`src/rtl/arithmetic_executor_pkg.sv`:
```
// Shared encodings for the arithmetic decoder / executor boundary.
// ALU op codes, operand-B sources, destination one-hots and executor FSM states.
// Any change here must be mirrored in the decoder that drives the control word.
package arithmetic_executor_pkg;

  // ALU operation select; codes with bit 2 set are illegal
  localparam logic [2:0] ALU_ADD = 3'b000;
  localparam logic [2:0] ALU_SUB = 3'b001;
  localparam logic [2:0] ALU_MUL = 3'b010;
  localparam logic [2:0] ALU_DIV = 3'b011;

  // Operand B source select
  localparam logic [1:0] BSEL_EXT = 2'b00;
  localparam logic [1:0] BSEL_B   = 2'b01;
  localparam logic [1:0] BSEL_C   = 2'b10;
  localparam logic [1:0] BSEL_D   = 2'b11;

  // Destination register one-hots
  localparam logic [3:0] DEST_A = 4'b0001;
  localparam logic [3:0] DEST_B = 4'b0010;
  localparam logic [3:0] DEST_C = 4'b0100;
  localparam logic [3:0] DEST_D = 4'b1000;

  // Executor FSM states
  typedef enum logic [1:0] {
    ST_IDLE = 2'b00,
    ST_EXEC = 2'b01,
    ST_ITER = 2'b10,
    ST_DONE = 2'b11
  } state_e;

endpackage

```
`src/rtl/arithmetic_executor_iter_core.sv`:
```
// Iterative MUL (shift-add) / DIV (restoring) datapath, one bit per cycle.
// Latency: DATA_W steps after load; last flags the cycle whose step is final.
// No backpressure: steps every cycle after load, the caller samples lo/hi on last.
module arith_iter_core
  import arithmetic_executor_pkg::*;
#(
  parameter int DATA_W = 8,
  parameter int CNT_W  = 4
) (
  input  logic              clk,
  input  logic              rst,
  input  logic              load,
  input  logic              is_div,
  input  logic [DATA_W-1:0] op_a,
  input  logic [DATA_W-1:0] op_b,
  output logic [DATA_W-1:0] lo,
  output logic [DATA_W-1:0] hi,
  output logic              last
);

  // lo_q: multiplier (MUL) or dividend/quotient (DIV); hi_q: partial product or remainder
  logic [DATA_W-1:0] lo_q, lo_d;
  logic [DATA_W-1:0] hi_q, hi_d;
  logic [DATA_W-1:0] b_q;
  logic [CNT_W-1:0]  cnt_q, cnt_d;
  logic              div_q;

  logic [DATA_W:0] mul_sum;
  logic [DATA_W:0] rem_sh;
  logic [DATA_W:0] rem_try;

  // One iteration step; lo/hi expose the post-step value so the final step can be captured directly
  always_comb begin
    mul_sum = {1'b0, hi_q} + (lo_q[0] ? {1'b0, b_q} : '0);
    rem_sh  = {hi_q, lo_q[DATA_W-1]};
    rem_try = rem_sh - {1'b0, b_q};
    cnt_d   = cnt_q + CNT_W'(1);
    hi_d    = hi_q;
    lo_d    = lo_q;
    if (div_q) begin
      // Remainder stays below the divisor, so bit DATA_W of rem_try is a clean borrow
      if (!rem_try[DATA_W]) begin
        hi_d = rem_try[DATA_W-1:0];
        lo_d = {lo_q[DATA_W-2:0], 1'b1};
      end else begin
        hi_d = rem_sh[DATA_W-1:0];
        lo_d = {lo_q[DATA_W-2:0], 1'b0};
      end
    end else begin
      hi_d = mul_sum[DATA_W:1];
      lo_d = {mul_sum[0], lo_q[DATA_W-1:1]};
    end
  end

  // Load operands on launch, otherwise advance one step per cycle
  always_ff @(posedge clk) begin
    if (rst) begin
      lo_q  <= '0;
      hi_q  <= '0;
      b_q   <= '0;
      cnt_q <= '0;
      div_q <= 1'b0;
    end else if (load) begin
      lo_q  <= is_div ? op_a : op_b;
      hi_q  <= '0;
      b_q   <= is_div ? op_b : op_a;
      cnt_q <= '0;
      div_q <= is_div;
    end else begin
      lo_q  <= lo_d;
      hi_q  <= hi_d;
      cnt_q <= cnt_d;
    end
  end

  assign lo   = lo_d;
  assign hi   = hi_d;
  assign last = (cnt_q == CNT_W'(DATA_W - 1));

endmodule

```
`src/rtl/arithmetic_executor.sv`:
```
// ALU control-word executor: ADD/SUB single cycle, MUL/DIV iterative via arith_iter_core.
// Latency: done one cycle after start for ADD/SUB/illegal/div-by-zero, DATA_W+1 for MUL/DIV.
// start is only honoured in IDLE; starts while busy or in the done cycle are dropped.
module arithmetic_executor
  import arithmetic_executor_pkg::*;
#(
  parameter int DATA_W = 8,
  parameter int CNT_W  = 4
) (
  input  logic              clk,
  input  logic              rst,
  input  logic              start,
  input  logic [2:0]        alu_sel,
  input  logic              acc_sel,
  input  logic [1:0]        alu_b_sel,
  input  logic [3:0]        destination_reg_flag,
  input  logic [DATA_W-1:0] reg_a,
  input  logic [DATA_W-1:0] reg_b,
  input  logic [DATA_W-1:0] reg_c,
  input  logic [DATA_W-1:0] reg_d,
  input  logic [DATA_W-1:0] ext_data,
  output logic              busy,
  output logic              done,
  output logic [DATA_W-1:0] result,
  output logic [DATA_W-1:0] result_hi,
  output logic [3:0]        wr_en,
  output logic              flag_zero,
  output logic              flag_carry,
  output logic              flag_dz,
  output logic              flag_illegal
);

  state_e            state_q;
  logic              busy_q, done_q;
  logic [DATA_W-1:0] result_q, result_hi_q;
  logic [3:0]        wr_en_q, dest_q;
  logic              zero_q, carry_q, dz_q, ill_q, div_q;

  logic [DATA_W-1:0] op_a, op_b;
  logic [DATA_W:0]   add_w, sub_w;
  logic              iter_go, core_load, core_last;
  logic [DATA_W-1:0] core_lo, core_hi;

  // Operand selection and the single-cycle ADD/SUB datapath
  always_comb begin
    op_a = acc_sel ? ext_data : reg_a;
    case (alu_b_sel)
      BSEL_B:  op_b = reg_b;
      BSEL_C:  op_b = reg_c;
      BSEL_D:  op_b = reg_d;
      default: op_b = ext_data;
    endcase
    add_w     = {1'b0, op_a} + {1'b0, op_b};
    sub_w     = {1'b0, op_a} - {1'b0, op_b};
    iter_go   = (alu_sel == ALU_MUL) || ((alu_sel == ALU_DIV) && (op_b != '0));
    core_load = (state_q == ST_IDLE) && start && iter_go;
  end

  arith_iter_core #(.DATA_W(DATA_W), .CNT_W(CNT_W)) u_core (
    .clk    (clk),
    .rst    (rst),
    .load   (core_load),
    .is_div (alu_sel == ALU_DIV),
    .op_a   (op_a),
    .op_b   (op_b),
    .lo     (core_lo),
    .hi     (core_hi),
    .last   (core_last)
  );

  // Control FSM with registered status/result outputs; done and wr_en pulse for one cycle only
  always_ff @(posedge clk) begin
    if (rst) begin
      state_q     <= ST_IDLE;
      busy_q      <= 1'b0;
      done_q      <= 1'b0;
      result_q    <= '0;
      result_hi_q <= '0;
      wr_en_q     <= '0;
      dest_q      <= '0;
      zero_q      <= 1'b0;
      carry_q     <= 1'b0;
      dz_q        <= 1'b0;
      ill_q       <= 1'b0;
      div_q       <= 1'b0;
    end else begin
      done_q  <= 1'b0;
      wr_en_q <= '0;
      case (state_q)
        ST_IDLE: if (start) begin
          busy_q <= 1'b1;
          dest_q <= destination_reg_flag;
          div_q  <= (alu_sel == ALU_DIV);
          if (iter_go) begin
            state_q <= ST_ITER;
          end else begin
            // Everything not iterative finishes here: ADD, SUB, div-by-zero, illegal
            state_q     <= ST_EXEC;
            done_q      <= 1'b1;
            wr_en_q     <= destination_reg_flag;
            result_hi_q <= '0;
            dz_q        <= 1'b0;
            ill_q       <= 1'b0;
            carry_q     <= 1'b0;
            case (alu_sel)
              ALU_ADD: begin
                result_q <= add_w[DATA_W-1:0];
                carry_q  <= add_w[DATA_W];
                zero_q   <= (add_w[DATA_W-1:0] == '0);
              end
              ALU_SUB: begin
                result_q <= sub_w[DATA_W-1:0];
                carry_q  <= sub_w[DATA_W];
                zero_q   <= (sub_w[DATA_W-1:0] == '0);
              end
              ALU_DIV: begin
                result_q    <= '1;
                result_hi_q <= op_a;
                dz_q        <= 1'b1;
                zero_q      <= 1'b0;
              end
              default: begin
                result_q <= '0;
                zero_q   <= 1'b1;
                ill_q    <= 1'b1;
                wr_en_q  <= '0;
              end
            endcase
          end
        end
        ST_ITER: if (core_last) begin
          state_q     <= ST_DONE;
          done_q      <= 1'b1;
          wr_en_q     <= dest_q;
          result_q    <= core_lo;
          result_hi_q <= core_hi;
          zero_q      <= (core_lo == '0);
          carry_q     <= div_q ? 1'b0 : (core_hi != '0);
          dz_q        <= 1'b0;
          ill_q       <= 1'b0;
        end
        default: begin
          // EXEC and DONE both last one cycle and hand back to IDLE
          state_q <= ST_IDLE;
          busy_q  <= 1'b0;
        end
      endcase
    end
  end

  assign busy         = busy_q;
  assign done         = done_q;
  assign result       = result_q;
  assign result_hi    = result_hi_q;
  assign wr_en        = wr_en_q;
  assign flag_zero    = zero_q;
  assign flag_carry   = carry_q;
  assign flag_dz      = dz_q;
  assign flag_illegal = ill_q;

endmodule

```
`config.mk`:
```
export PLATFORM = sky130hd
export DESIGN_NAME = arithmetic_executor
export DESIGN_NICKNAME = d
export VERILOG_FILES = /design/src/rtl/arithmetic_executor_pkg.sv /design/src/rtl/arithmetic_executor_iter_core.sv /design/src/rtl/arithmetic_executor.sv
export SDC_FILE = /design/constraint.sdc
export NUM_CORES = 1
export LEC_CHECK = 0
export CAP_MARGIN = 20
export CORE_MARGIN = 2
export CORE_UTILIZATION = 43
export DETAILED_ROUTE_END_ITERATION = 7
export PLACE_DENSITY = 0.78
export SETUP_SLACK_MARGIN = 0.5
export SLEW_MARGIN = 20
export SYNTH_ARGS = -nofsm -noshare
export SYNTH_HDL_FRONTEND = slang
export SYNTH_SLANG_ARGS = --single-unit
```
`constraint.sdc`:
```
create_clock -name clk -period 4.4 [get_ports clk]
set_clock_uncertainty 0.1 [all_clocks]
set_input_delay 0.88 -clock clk [delete_from_list [all_inputs] [get_ports clk]]
set_output_delay 0.88 -clock clk [all_outputs]
set_load 0.02 [all_outputs]
```
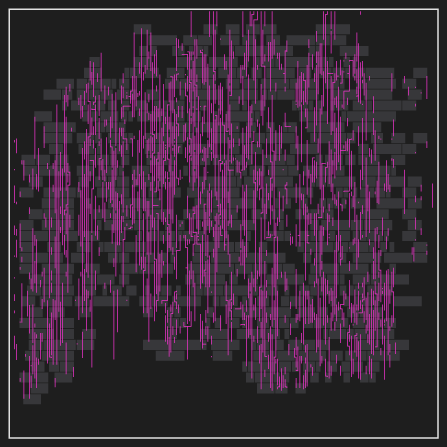
(run_1/met2.png)
(4 px per um) Cells faint in the background.
main direction: vertical
nets with wire on the layer: 628
wire length on this layer: 5790 um
met2 Usage GRT: 36.35%
vias post-DR: 4380
total detailed-routing wirelength: 12160 um

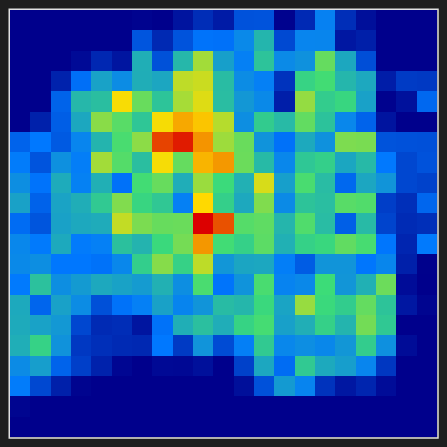
(run_1/wire_density.png)
(4 px per um) The die is cut into 21 by 21 equal tiles; dark blue is low, red is high, scaled to the fullest tile. Values are wire area over tile area, all layers added.
densest ninth of the die: middle
tiles over half the peak: 15%
nearly empty tiles: 23%
emptiest ninth of the die: bottom left
fullest tile: 0.63
overall fraction of global-route tracks in use: 21.58%
DR WL/cell: 15.41 um

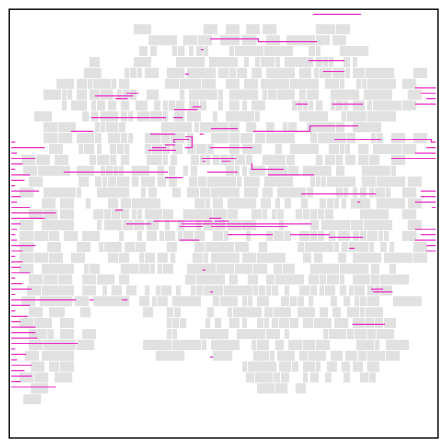
(run_1/met3.png)
(4 px per um) Cells faint in the background.
longest straight run: 32.2 um
share of all routed wire: 5.6%
wire length on this layer: 677 um
GR met3 Demand/Resource: 3.343%

==> notes.org, run 1 <==
* Flow results

** Run status
- The flow ran to the end, and the final reports show no timing, DRC or antenna violations.

** Cells and area
- In the final design database the tool counted 739 nets.
- Relative to the synthesized area, the layout overhead comes to 28.65%.
- The layout report lists the multi-input gate area as 3063 um^2.
- Cell class ranked first by area :: combinational gates
- Finished layout cell area :: 5849 um^2
- 0 antenna diodes ended up in the layout.

** Setup path
- Data arrival, critical path :: 3.99 ns
- Number of cells on the worst reg-to-reg path :: 11
- In this run the critical register-to-register path is captured at result_hi[1].
- For reference, the critical path is captured by flag_zero.

** Clock tree
- In this run the clock root is driven by a sky130_fd_sc_hd__clkbuf_8.
- Clock net sink count :: 62

** Run
- The tool flagged a number of max-cap violations equal to 0.
- Number of warnings in the stage logs :: 35

** Yosys
- Post-synthesis async set-or-reset flop share :: 0%
- Post-synth EDFFs :: 0
- The number of nets in the synthesized netlist is 647.

** Power and ir drop
- Power consumption :: 1.641 mW

** Floorplanning
- The horizontal die dimension reported for this design is 106.8 um.

** Timing
- Achievable frequency :: 262.4 MHz
## run 1: worst min path at each step
stage and to:
5_1_grt dest_q[0], 2_1_floorplan u_core.cnt_q[0], 6_report dest_q[3], 3_5_place_dp dest_q[3], 3_3_place_gp u_core.cnt_q[0], 4_1_cts dest_q[3]
## run 1: state kept, by name, summed over array words and instances (netlist names)
name          count
result            8
result_hi         8
u_core.b_q        8
u_core.hi_q       8
u_core.lo_q       8
dest_q            4
u_core.cnt_q      4
wr_en             4
state_q           2
busy              1
div_q             1
done              1
flag_carry        1
flag_dz           1
flag_illegal      1
flag_zero         1
u_core.div_q      1
## run 1: cell usage after synthesis (2+ instances only)
master,count,share of area (%)
sky130_fd_sc_hd__o211ai_1,2,0.33
sky130_fd_sc_hd__nor3b_1,3,0.50
sky130_fd_sc_hd__nand4_1,4,0.55
sky130_fd_sc_hd__a21oi_1,46,5.1
sky130_fd_sc_hd__o2111ai_1,2,0.39
sky130_fd_sc_hd__o31ai_1,6,0.99
sky130_fd_sc_hd__clkbuf_1,20,1.7
sky130_fd_sc_hd__a21boi_0,2,0.33
sky130_fd_sc_hd__a21o_1,3,0.50
sky130_fd_sc_hd__a32oi_1,4,0.77
sky130_fd_sc_hd__nor2b_1,8,1.1
sky130_fd_sc_hd__mux4_2,8,4.0
sky130_fd_sc_hd__nand3_1,6,0.66
sky130_fd_sc_hd__a211oi_1,34,5.6
sky130_fd_sc_hd__or2_2,4,0.55
sky130_fd_sc_hd__xnor2_1,11,2.1
sky130_fd_sc_hd__o31a_1,3,0.58
sky130_fd_sc_hd__or3_1,3,0.41
sky130_fd_sc_hd__fa_1,4,1.8
sky130_fd_sc_hd__nand2_1,16,1.3
sky130_fd_sc_hd__a31oi_1,4,0.55
sky130_fd_sc_hd__nor3_1,15,1.7
sky130_fd_sc_hd__o21bai_1,3,0.50
sky130_fd_sc_hd__o311a_1,2,0.44
sky130_fd_sc_hd__inv_1,39,3.2
sky130_fd_sc_hd__and3_1,2,0.28
sky130_fd_sc_hd__nand2b_1,8,1.1
sky130_fd_sc_hd__ha_1,34,9.4
sky130_fd_sc_hd__o21ai_0,26,2.9
sky130_fd_sc_hd__o22ai_1,2,0.28
sky130_fd_sc_hd__mux2i_1,22,4.8
sky130_fd_sc_hd__buf_4,2,0.33
sky130_fd_sc_hd__a22oi_1,2,0.33
sky130_fd_sc_hd__or4_1,3,0.50
sky130_fd_sc_hd__and2_1,17,2.3
sky130_fd_sc_hd__buf_6,3,0.74
sky130_fd_sc_hd__nor2_1,86,7.1
sky130_fd_sc_hd__buf_2,3,0.33
sky130_fd_sc_hd__o21a_1,5,0.83
sky130_fd_sc_hd__xor2_1,8,1.5
sky130_fd_sc_hd__dfxtp_1,62,27
sky130_fd_sc_hd__mux2_2,3,0.74
## run 1: report_power, final
| group | total [mW] | internal, mW | switching [mW] |
|---|---|---|---|
| combinational | 0.573 | 0.267 | 0.306 |
| sequential | 0.616 | 0.595 | 0.0217 |
| clock | 0.451 | 0.206 | 0.246 |
## run 1: routing by layer
layer  up-vias  global-route usage (%)  wire (um)
li1       2172                       -          -
met2       163                   36.35       5791
met4         0                   8.627        288
met3        21                   3.343        677
met1      2024                   27.65       5405
met5         -                       0          0
==> run_1/final_congestion.png <==
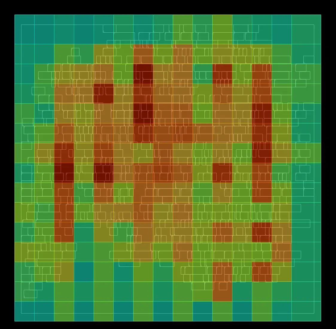

==> run 1 -> run 2 <==
--- a/config.mk
+++ b/config.mk
@@ -9,7 +9,7 @@
 export CORE_MARGIN = 2
 export CORE_UTILIZATION = 43
 export DETAILED_ROUTE_END_ITERATION = 7
-export PLACE_DENSITY = 0.78
+export PLACE_DENSITY = 0.67
 export SETUP_SLACK_MARGIN = 0.5
 export SLEW_MARGIN = 20
 export SYNTH_ARGS = -nofsm -noshare
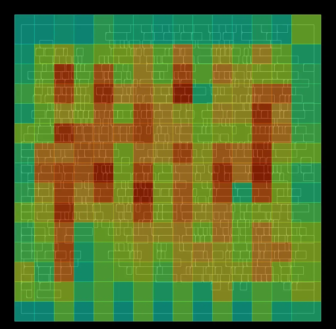
(run_2/final_congestion.png)
met2 Usage GRT: 38.22%
DR WL/cell: 15.91 um

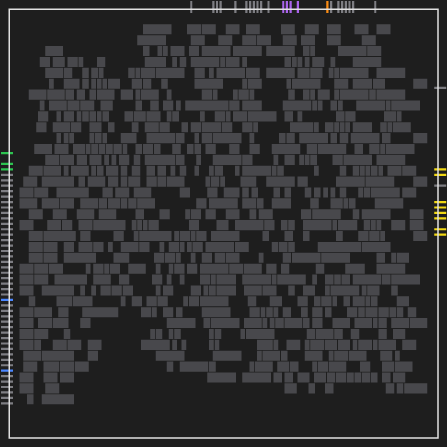
(run_2/pins.png)
(4 px per um) Pins as bars across the die edge, other pins in gray.
| port | color | pins | direction | edge |
|---|---|---|---|---|
| destination_reg_flag | purple | 4 | input | top |
| result_hi | yellow | 8 | output | right |
| start | orange | 1 | input | top |
| alu_b_sel | blue | 2 | input | left |
| alu_sel | green | 3 | input | left |
all pins by edge: 46 left, 23 top, 10 right
Chip Height: 106.8 um
Die Span X: 106.8 um
number of I/O port buffers: 78

==> run 2 against run 1 <==
Combinational power is 2% higher. Setup slack worse by 0.0019 ns. Critical endpoint unchanged. Critical path type unchanged. Clock-buffer cell count is 2 higher. Critical path depth is 1 higher. Via count is 0.53% higher. Non-clock buffer count is 6 higher. Fmax hardly changed. Power is 6.5% higher. Routed wire length is 4.0% higher. Clock power is 21% higher. Largest cell class unchanged.
==> notes.org, run 2 <==
* Flow results

** Setup path
- Worst R2R End :: result_hi[1]
- The critical path data arrival time came to 3.97 ns (-0.02 ns).
- Worst setup endpoint :: flag_zero

** Run status
- The flow ran to the end, and the final reports show no timing, DRC or antenna violations.

** Cells and area
- Layout overhead on the synthesized area :: 30.27%
- The final net count came to 745 (+0.81%).
- Final antenna diode count :: 0 (unchanged)

** Yosys
- Sorting the synthesized cells by how often they occur yields sky130_fd_sc_hd__nor2_1, sky130_fd_sc_hd__dfxtp_1, sky130_fd_sc_hd__a21oi_1.
- By instance count, the leading cell after synthesis is sky130_fd_sc_hd__nor2_1.
- The fraction of post-synthesis cell area in the top cell type by area came to 27.30% (unchanged).
- The async set or reset register ratio after synthesis is 0% (unchanged).
- The cell type that accounts for the most area after synthesis is sky130_fd_sc_hd__dfxtp_1.
- For reference, the top cells by area after synthesis are sky130_fd_sc_hd__dfxtp_1, sky130_fd_sc_hd__ha_1, sky130_fd_sc_hd__nor2_1.

** Clock tree
- The number of clock sinks was 62 (unchanged).
- Root Buffer :: sky130_fd_sc_hd__clkbuf_8

** Global routing
- The global routing usage summed across all routing layers came to 22.23% (+0.65 points).

** Detailed routing
- The total number of vias was 4403 (+0.53%).
- The routed wire length is 12650 um (+4.0%).

** Run
- Max-Cap Viols :: 0 (unchanged)

** Timing
- The fmax was 262.2 MHz (about the same).
## run 2: netlist changes by cell type in the layout (fill, tap and decap cells not counted), sizes merged
cell,delta
clkinv,-4
clkbuf,+5
buf,+7
clkdlybuf4s50,-3
dlymetal6s2s,-1
bufinv,+2
## run 2: logic make-up after synthesis
group,Yosys count,synth area share [%]
flops,62,27.30
xor+xnor,20,4.018
compound gates,157,23.06
simple gates,179,18.68
fa+ha+maj,38,11.12
mux,33,9.549
buf+inv,67,6.274
## run 2: routing by layer
| layer | vias to the layer above | track usage (%) | share of wire (%) |
|---|---|---|---|
| met4 | 0 | 5.009 | 1.5 |
| met5 | - | 0 | 0 |
| met2 | 175 | 38.22 | 48 |
| met1 | 2024 | 29.47 | 44 |
| li1 | 2182 | - | - |
| met3 | 22 | 3.343 | 6.4 |
## run 2: stage by stage
stage | total power [mW] | hold slack [ns] | instances | area, um^2 | setup TNS (ns)
CTS | 1.739 | 0.3583 | 793 | 5862 | 0
global placement | 1.185 | 0.3276 | 777 | 5634 | 0
finish | 1.748 | 0.3549 | 795 | 5923 | 0
detailed placement | 1.199 | 0.3414 | 777 | 5634 | -0.1349
global route | 1.839 | 0.3714 | 795 | 5923 | 0
floorplan | 0.9827 | 0.3179 | 556 | 4547 | 0
## run 2: final cells by class
| cell class | count | area, um^2 | area share (%) |
|---|---|---|---|
| sequential | 62 | 1241 | 20.95 |
| clock inverter | 5 | 82.58 | 1.394 |
| tap | 136 | 170.2 | 2.873 |
| clock buffer | 11 | 131.4 | 2.218 |
| timing repair buffer | 115 | 1075 | 18.15 |
| multi-input combinational | 427 | 3077 | 51.94 |
| inverter | 39 | 146.4 | 2.471 |
## run 2: worst max-delay path: cells and delay by family
family	cells	cell delay, ns
simple gates	3	1.13
fa+ha+maj	2	0.77
compound gates	2	0.56
mux	1	0.50
buf+inv	1	0.12
## run 2: how the worst min path moves through the flow
stage	slack [ns]	to	depth (start not counted)
after floorplan	0.32	u_core.cnt_q[0]	1
after detailed placement	0.34	u_core.cnt_q[0]	1
after global routing	0.37	dest_q[2]	2
final	0.35	dest_q[0]	2
after CTS	0.36	dest_q[0]	2
after global placement	0.33	u_core.cnt_q[0]	1
## run 2: report_power, final
| group | total (mW) | leakage [nW] | internal (mW) | switching (mW) |
|---|---|---|---|---|
| clock | 0.544 | 0.108 | 0.321 | 0.223 |
| sequential | 0.617 | 0.507 | 0.595 | 0.0219 |
| combinational | 0.587 | 1.81 | 0.272 | 0.315 |
## run 2: timing repair
item	4_1_cts	5_1_grt
hold buffers	0	0
buffers inserted	0	2
setup endpoints to repair	13	4
resized	6	31
pin swaps	0	9
==> run 2 -> run 3 <==
--- a/config.mk
+++ b/config.mk
@@ -5,11 +5,14 @@
 export SDC_FILE = /design/constraint.sdc
 export NUM_CORES = 1
 export LEC_CHECK = 0
+export ABC_AREA = 1
 export CAP_MARGIN = 20
 export CORE_MARGIN = 2
 export CORE_UTILIZATION = 43
+export CTS_BUF_LIST = sky130_fd_sc_hd__clkbuf_2 sky130_fd_sc_hd__clkbuf_4 sky130_fd_sc_hd__clkbuf_8
 export DETAILED_ROUTE_END_ITERATION = 7
-export PLACE_DENSITY = 0.67
+export GPL_ROUTABILITY_DRIVEN = 1
+export PLACE_DENSITY = 0.66
 export SETUP_SLACK_MARGIN = 0.5
 export SLEW_MARGIN = 20
 export SYNTH_ARGS = -nofsm -noshare
==> run 3 against run 2 <==
Fmax grew 6.5%. Final cell count rose by 27%. Area after synthesis grew 9.1%. Setup slack gained 0.23 ns. Core utilization fell by 3.8 points. Synthesized cell count rose by 42%. Power grew 8.5%. Sequential power increased by 1%. Critical path type unchanged. Critical endpoint is now flag_carry. Largest power group is now combinational logic. Highest routed layer unchanged.
==> notes.org, run 3 <==
* Flow results

** Run status
- The run finished with clean final reports.

** Yosys
- Looking at the gate-level netlist, the highest instance count belongs to sky130_fd_sc_hd__nand2_1.
- Biggest area consumer among synthesized cells :: sky130_fd_sc_hd__dfxtp_1
- The async set or reset register ratio after synthesis came to 0% (unchanged).
- Proportion of netlist area held by the largest area contributor :: 25.01% (-2.3 points)
- Dominant cells by area after synthesis :: sky130_fd_sc_hd__dfxtp_1, sky130_fd_sc_hd__nand2_1, sky130_fd_sc_hd__ha_1
- Leading post-synthesis cells by instance count :: sky130_fd_sc_hd__nand2_1, sky130_fd_sc_hd__inv_1, sky130_fd_sc_hd__a21oi_1, sky130_fd_sc_hd__nor2_1, sky130_fd_sc_hd__dfxtp_1

** Detailed routing
- The average routed wire per standard cell came to 14.31 um (-10%).

** Cells and area
- Fin nets :: 953 (+28%)
- From synthesis to final layout, the design area changed by 22.72%.
- The final instance area is 6090 um^2 (+2.8%).
- Final antenna diode count :: 0 (unchanged)

** Placement
- The placed standard-cell area was 5842 um^2 (+3.7%).
- Cell count after placement :: 994 (+28%)
- The tally of buffers added on design ports was 78 (unchanged).

** Worst hold path
- The worst hold path depth is 1 (-1).
- Hold endpoint :: u_core.cnt_q[0]

** Timing
- Achievable frequency :: 279.3 MHz (+6.5%)
- The final sum of negative setup slack was 0 ns (unchanged).

** Clock tree
- The number of clock sinks is 62 (unchanged).
- Looking at the clock tree report, the root buffer type is sky130_fd_sc_hd__clkbuf_8.
- The number of buffers inserted to repair setup after CTS is 0 (unchanged).
- The total of hold buffers inserted after clock tree synthesis was 0 (unchanged).
- The number of cells upsized or downsized after cts is 0 (-6).

** Setup path
- Data arrival, critical path :: 3.78 ns (-0.19 ns)
- The endpoint identified for the worst register-to-register timing path is result[0].

** Run
- Max-Cap Viols :: 0 (unchanged)

** Global routing
- The global routing usage summed across all routing layers was 23.75% (+1.5 points).
run 3: cell types whose count changed after synthesis, moves of 20 or more:
cell                       previous run  this run
sky130_fd_sc_hd__nand2_1             16       221
sky130_fd_sc_hd__inv_1               39       110
sky130_fd_sc_hd__a211oi_1            34         1
sky130_fd_sc_hd__a21oi_1             46        70
sky130_fd_sc_hd__o21ai_0             26        46
sky130_fd_sc_hd__nand3_1              6        41
run 3: routing by layer:
layer  vias up  global-route usage (%)  wire (um)
met3        16                   3.756        857
met2       170                   40.98       6763
met5         -                       0          0
li1       2691                       -          -
met4         0                   6.255        205
met1      2408                   31.04       6629
run 3: worst max path at each step:
stage                            start    endpoint  cells past startpoint
after floorplan           alu_b_sel[1]   result[6]                     20
after global placement    alu_b_sel[1]   result[6]                     21
after detailed placement  alu_b_sel[1]   result[6]                     21
after CTS                 alu_b_sel[1]   result[6]                     21
after global routing           acc_sel   result[6]                     16
final                          acc_sel  flag_carry                     15
run 3: where the power goes:
part | switching, mW | internal, mW
Clock | 0.262 | 0.327
Combinational | 0.424 | 0.260
Sequential | 0.0260 | 0.597
Total | 0.712 | 1.18
run 3: kinds of logic (layout without fill, tap and decap cells):
kind of cell,Yosys count,after routing,share of synthesized area (%)
simple gates,372,372,32.15
compound gates,157,157,17.52
buf+inv,144,219,11.60
flops,62,62,25.01
fa+ha+maj,38,38,10.19
xor+xnor,13,13,2.295
mux,6,6,1.236
run 3: worst max-delay path, stage by stage:
cell and delay (ns):
sky130_fd_sc_hd__clkdlybuf4s50_1 0.73, sky130_fd_sc_hd__o21ai_0 0.30, sky130_fd_sc_hd__inv_1 0.14, sky130_fd_sc_hd__ha_1 0.19, sky130_fd_sc_hd__inv_1 0.06, sky130_fd_sc_hd__fa_1 0.41
sky130_fd_sc_hd__inv_1 0.10, sky130_fd_sc_hd__nand3_1 0.08, sky130_fd_sc_hd__nand2_1 0.11, sky130_fd_sc_hd__nand4_1 0.08, sky130_fd_sc_hd__o311ai_0 0.13, sky130_fd_sc_hd__nand2_1 0.11
sky130_fd_sc_hd__a21oi_1 0.24, sky130_fd_sc_hd__nor2_1 0.08, sky130_fd_sc_hd__a21oi_1 0.13
run 3: final cells by class:
type / count / area, um^2
clock buffers: 9 / 123.9
clock inverters: 7 / 105.1
flip-flops and latches: 62 / 1241
well taps: 143 / 178.9
repair buffers: 85 / 838.3
inverters: 118 / 442.9
fillers: 1170 / 5231
multi-input cells: 586 / 3159
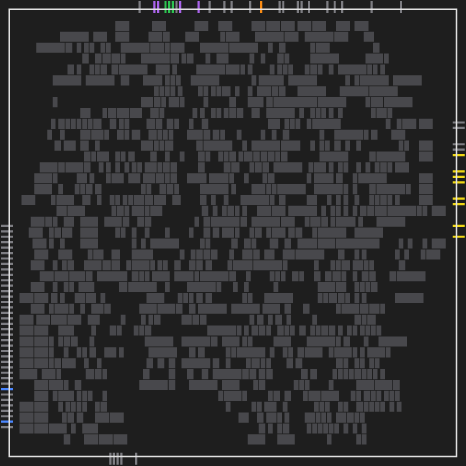
(run_3/pins.png)
(4 px per um) Pins as bars across the die edge, other pins in gray.
Die Span X: 111.4 um
Chip Height: 111.4 um

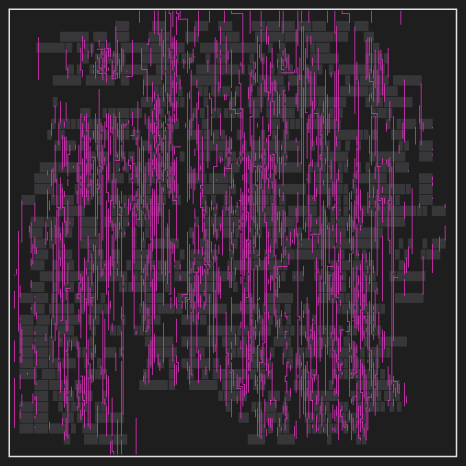
(run_3/met2.png)
(4 px per um) Cells faint in the background.
share of all routed wire: 47%
nets with wire on the layer: 767
longest straight run: 46.9 um
main direction: vertical
wire length on this layer: 6760 um
vias post-DR: 5285
total detailed-routing wirelength: 14460 um

No activity file was given, so power comes from the tool's default toggle rates.
